`config.mk`:
```
export PLATFORM = sky130hd
export DESIGN_NAME = var_shift_ctrl
export DESIGN_NICKNAME = d
export VERILOG_FILES = /design/src/rtl/var_shift_ctrl.sv
export SDC_FILE = /design/constraint.sdc
export NUM_CORES = 1
export LEC_CHECK = 0
export CAP_MARGIN = 10
export CORE_MARGIN = 4
export CORE_UTILIZATION = 35
export CTS_CLUSTER_SIZE = 24
export DETAILED_ROUTE_END_ITERATION = 7
export GPL_ROUTABILITY_DRIVEN = 0
export MAX_ROUTING_LAYER = met4
export PLACE_DENSITY = 0.75
export SLEW_MARGIN = 5
export SYNTH_ARGS = -nofsm -noshare
export SYNTH_HDL_FRONTEND = slang
export SYNTH_SLANG_ARGS = --single-unit
export TNS_END_PERCENT = 20
```
`constraint.sdc`:
```
create_clock -name clk -period 1.65 [get_ports clk]
set_input_delay 0.2475 -clock clk [delete_from_list [all_inputs] [get_ports clk]]
set_output_delay 0.2475 -clock clk [all_outputs]
set_load 0.02 [all_outputs]
```
`src/rtl/var_shift_ctrl.sv`:
```
// var_shift_ctrl: sequences an external single-step shifter through load,
// N one-bit shift cycles (N clamped to WIDTH), result capture and a
// valid/ready response handshake.
module var_shift_ctrl #(
    parameter int WIDTH = 32,
    parameter int SW    = 6
) (
    input  logic             clk,
    input  logic             clr,
    input  logic             cmd_valid,
    output logic             cmd_ready,
    input  logic [WIDTH-1:0] cmd_data,
    input  logic [SW-1:0]    cmd_shift,
    input  logic             cmd_dir,
    output logic             rsp_valid,
    input  logic             rsp_ready,
    output logic [WIDTH-1:0] rsp_data,
    output logic             busy,
    output logic             sh_load,
    output logic             sh_en,
    output logic             sh_dir,
    output logic [WIDTH-1:0] sh_in,
    input  logic [WIDTH-1:0] sh_q
);

    // Counter must hold the value WIDTH itself (full clamp).
    localparam int CW = $clog2(WIDTH + 1);

    typedef enum logic [2:0] {
        IDLE,
        LOAD,
        SHIFT,
        CAPTURE,
        DONE
    } state_t;

    state_t           state_q, state_d;
    logic [WIDTH-1:0] data_q,  data_d;
    logic             dir_q,   dir_d;
    logic [CW-1:0]    cnt_q,   cnt_d;
    logic [WIDTH-1:0] rsp_q,   rsp_d;
    logic [CW-1:0]    n_clamp;

    // Clamp the requested amount to WIDTH; anything larger yields zero anyway.
    always_comb begin
        if (32'(cmd_shift) >= 32'(WIDTH)) begin
            n_clamp = CW'(WIDTH);
        end else begin
            n_clamp = CW'(cmd_shift);
        end
    end

    // Next-state, datapath updates and per-state control outputs.
    always_comb begin
        state_d   = state_q;
        data_d    = data_q;
        dir_d     = dir_q;
        cnt_d     = cnt_q;
        rsp_d     = rsp_q;
        cmd_ready = 1'b0;
        rsp_valid = 1'b0;
        sh_load   = 1'b0;
        sh_en     = 1'b0;

        case (state_q)
            IDLE: begin
                // Gated by clr so no command is ever offered during reset.
                cmd_ready = clr;
                if (cmd_valid && clr) begin
                    data_d  = cmd_data;
                    dir_d   = cmd_dir;
                    cnt_d   = n_clamp;
                    state_d = LOAD;
                end
            end
            LOAD: begin
                sh_load = 1'b1;
                state_d = (cnt_q != '0) ? SHIFT : CAPTURE;
            end
            SHIFT: begin
                sh_en = 1'b1;
                cnt_d = cnt_q - CW'(1);
                if (cnt_q == CW'(1)) begin
                    state_d = CAPTURE;
                end
            end
            CAPTURE: begin
                rsp_d   = sh_q;
                state_d = DONE;
            end
            DONE: begin
                rsp_valid = 1'b1;
                if (rsp_ready) begin
                    state_d = IDLE;
                end
            end
            default: begin
                state_d = IDLE;
            end
        endcase
    end

    // State and datapath registers with synchronous active-low clear.
    always_ff @(posedge clk) begin
        if (!clr) begin
            state_q <= IDLE;
            data_q  <= '0;
            dir_q   <= 1'b0;
            cnt_q   <= '0;
            rsp_q   <= '0;
        end else begin
            state_q <= state_d;
            data_q  <= data_d;
            dir_q   <= dir_d;
            cnt_q   <= cnt_d;
            rsp_q   <= rsp_d;
        end
    end

    // Latched operand/direction stay put between accepts, so the shifter
    // sees stable sh_in/sh_dir for the whole operation.
    assign sh_in    = data_q;
    assign sh_dir   = dir_q;
    assign rsp_data = rsp_q;
    assign busy     = (state_q != IDLE);

endmodule

```
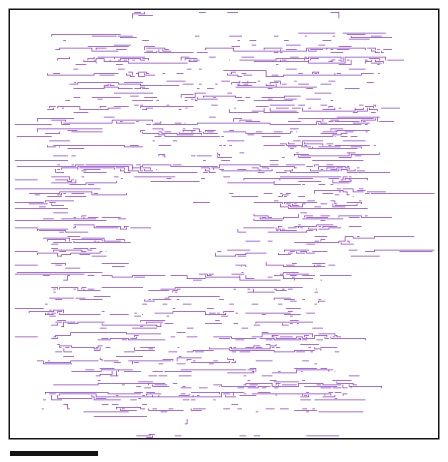
(run_1/m1.png)
The bar under the picture is 20 µm long.
main direction: horizontal
share of all routed wire: 43%
WL final: 8400 µm
GR Util met1: 0.202

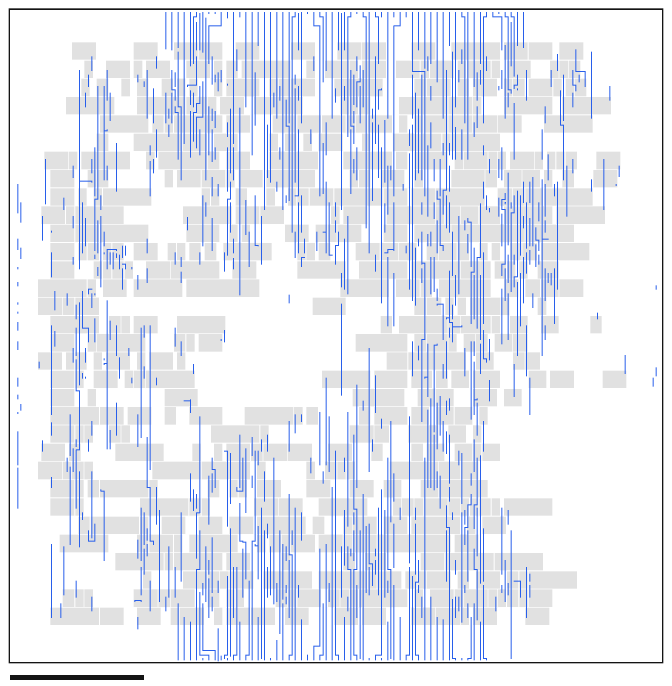
(run_1/m2.png)
The bar under the picture is 20 µm long.
wire length on this layer: 4330 µm
share of all routed wire: 52%
longest straight run: 35.9 µm
met2 GRT Util: 0.309
vias post-DR: 2853

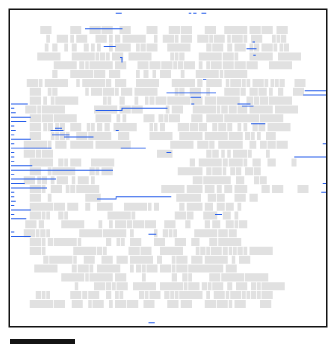
(run_1/m3.png)
The bar under the picture is 20 µm long.
nets with wire on the layer: 51
wire length on this layer: 285 µm
longest straight run: 31.1 µm
met3 usage in global routing: 0.0316

==> impl_metrics.ini, run 1 <==
; implementation run metrics
[setup_path]
cp_max_fo = 5
reg2reg_to = cnt_q[4]
crit_chain = or3b_4 -> inv_4 -> buf_4 -> nand3_1 -> and3_1 -> o31a_1
rr_startpoint = state_q[1]
criticalPathCategory = register to register
cp.arrival_ns = 1.82
r2r_slack_ns = 0.06
timing.critical_path.buf_inv = 2
start_kind = register
crit_path_max_incr_delay_ns = 0.40
required_ns = 1.88
crit_path_end = cnt_q[4]
end_kind = register

[cts]
cts_resized = 23
insertion_delay_ns = 0.34
htreeDepth = 3
clock_sink_count = 74
hold_buffers = 0
cts.clk_slew.worst_paths_ns = 0.08

[floorplan]
die_h_um = 97.2
row_count = 32
fp.dieW_um = 97.2
dieArea_um2 = 9460
core_um2 = 7730

[final_layout]
sh_comb_area = 0.255
buffer_area_frac = 0.340
seq-cell-share = 0.322
logic_gates = 247
num-fill-cells = 664
buffers = 163
fin_util = 0.598
syn_to_final_growth_pct = 65.9
fin_cells = 607
flops = 74
nonClockInverterCount = 6
largest_class = non-clock buffers
diodes = 0

[yosys]
ys_types = 31
synth.cellmix.xorXnorShare = 0.00314
ys_sh_adder = 0.0135
ys_seq_share = 0.531
ys_top_cells_by_count = nand2_1, dfxtp_1, a21oi_1, nand3_1, clkbuf_1
synth_top_area_share = 0.531
yosysTopAreaCell = dfxtp_1
yosysWarnings = 0
mux_share = 0
area_leaders = dfxtp_1, nand2_1, a21oi_1, nand3_1, clkbuf_1
synthArstFlopShare = 0
synth_area_um2 = 2790
yosys_area_um2 = 2790
yosys_most_used_dff = dfxtp_1
ys.flops = 74

[final_timing]
rsz0062_at_grt = yes
holdWs_ns = 0.437
final_max_slew_viol_count = 0
period_needed_ns = 1.59
setup_tns_ns = 0
hold_viol_final = 0
worstMarginPinSlew_ns = 0.437
period_used_share = 0.964
fmaxAchievable_ghz = 0.629

[global_route]
antenna_found_initial = 0
grt_pass1_vias = 2786
grt_pass1_wl_um = 13300
grt_usage = 0.176
grt_max_degree = 40
grt-busiest-layer = met2

[hold_path]
holdPathEnd = sh_in[9]
min_path_cells = 3
min_from = cmd_data[9]

[routing]
viasPerCell = 4.70
wl_met1_um = 3590
ant_nets = 0
wl_met2_um = 4330
dr.pass1.iters = 4
highest_layer = met4
met3RoutedLength_um = 284
first_iter_violations = 88
avgRoutedWirePerCell_um = 13.8

[power]
top_power_group = sequential cells
p_clk_mw = 1.65
p_seq_mw = 2.32
swShare = 0.326
pwr-share-clk = 0.265
combinationalPowerShare = 0.361
p_total_mw = 6.23

[place]
pre_cts_slack_ns = -0.199
placedCellCount = 592

[outcome]
status = finished, final reports clean
==> inputs of run 2 (changes only) <==
SKIP_LAST_GASP = 1   (was unset)
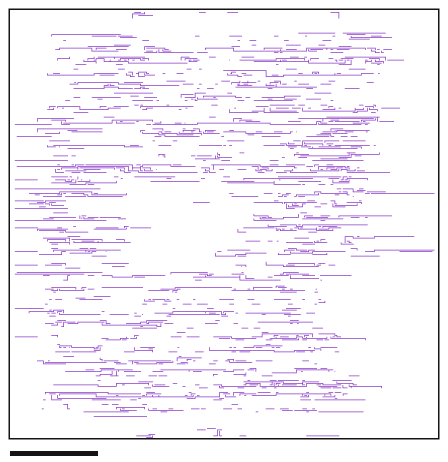
(run_2/m1.png)
The bar under the picture is 20 µm long.
longest straight run: 22.1 µm
nets with wire on the layer: 531
main direction: horizontal
wire length on this layer: 3560 µm
share of all routed wire: 43%
vias post-DR: 2877
WL final: 8380 µm
GR Util met1: 0.202

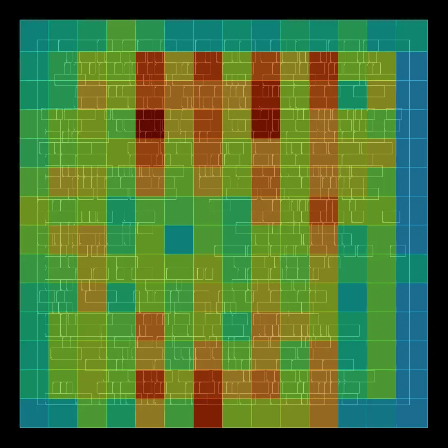
(run_2/congestion_map.png)
GR Util All Layers: 0.176
Top Usage Layer GRT: met2
met3 usage in global routing: 0.0309
drt wl/cell: 13.8 µm

==> impl_metrics.ini, run 2 <==
; implementation run metrics
[yosys]
synthArstFlopShare = 0
ys_sh_adder = 0.0135
ys_top_cells_by_count = nand2_1, dfxtp_1, a21oi_1, nand3_1, clkbuf_1
area_leaders = dfxtp_1, nand2_1, a21oi_1, nand3_1, clkbuf_1
synth_area_um2 = 2790
yosysTopAreaCell = dfxtp_1
yosysWarnings = 0
mux_share = 0
yosys_area_um2 = 2790
synth_top_area_share = 0.531

[final_timing]
hold_viol_final = 0
worstMarginPinSlew_ns = 0.431
final_max_slew_viol_count = 0
fmaxAchievable_ghz = 0.607
period_used_share = 0.998
holdWs_ns = 0.437
period_needed_ns = 1.65
setup_tns_ns = 0

[floorplan]
row_count = 32
fp.dieW_um = 97.2
core_um2 = 7730
dieArea_um2 = 9460

[cts]
cts_resized = 19
htreeDepth = 3
insertion_delay_ns = 0.33
clock_sink_count = 74
cts.clk_slew.worst_paths_ns = 0.08
hold_buffers = 0

[setup_path]
required_ns = 1.40
rr_startpoint = state_q[2]
crit_path_end = sh_en
criticalPathCategory = register to primary output
end_kind = primary output
cp_max_fo = 4
crit_path_max_incr_delay_ns = 0.42
cp.arrival_ns = 1.40
crit_chain = or3b_4 -> inv_4 -> clkdlybuf4s15_2
reg2reg_to = cnt_q[3]
timing.critical_path.buf_inv = 2

[final_layout]
fin_cells = 607
num-fill-cells = 663
buffers = 163
flops = 74
seq-cell-share = 0.321
syn_to_final_growth_pct = 65.9
nonClockInverterCount = 6
logic_gates = 247
fin_util = 0.599
largest_class = non-clock buffers

[place]
pre_cts_slack_ns = -0.199
placedCellCount = 592

[routing]
ant_nets = 0
met3RoutedLength_um = 278
wl_met1_um = 3560
dr.pass1.iters = 4
wl_met2_um = 4370
first_iter_violations = 91

[hold_path]
holdPathEnd = sh_in[9]
min_path_cells = 3
min_from = cmd_data[9]

[global_route]
use_met2 = 0.311
grt_max_degree = 40
grt_pass1_wl_um = 13300

[power]
p_total_mw = 6.22
p_clk_mw = 1.65
p_seq_mw = 2.32
combinationalPowerShare = 0.361
pwr-share-clk = 0.266
swShare = 0.326

[outcome]
status = finished, final reports clean
Power is estimated from default activity; no workload was simulated.
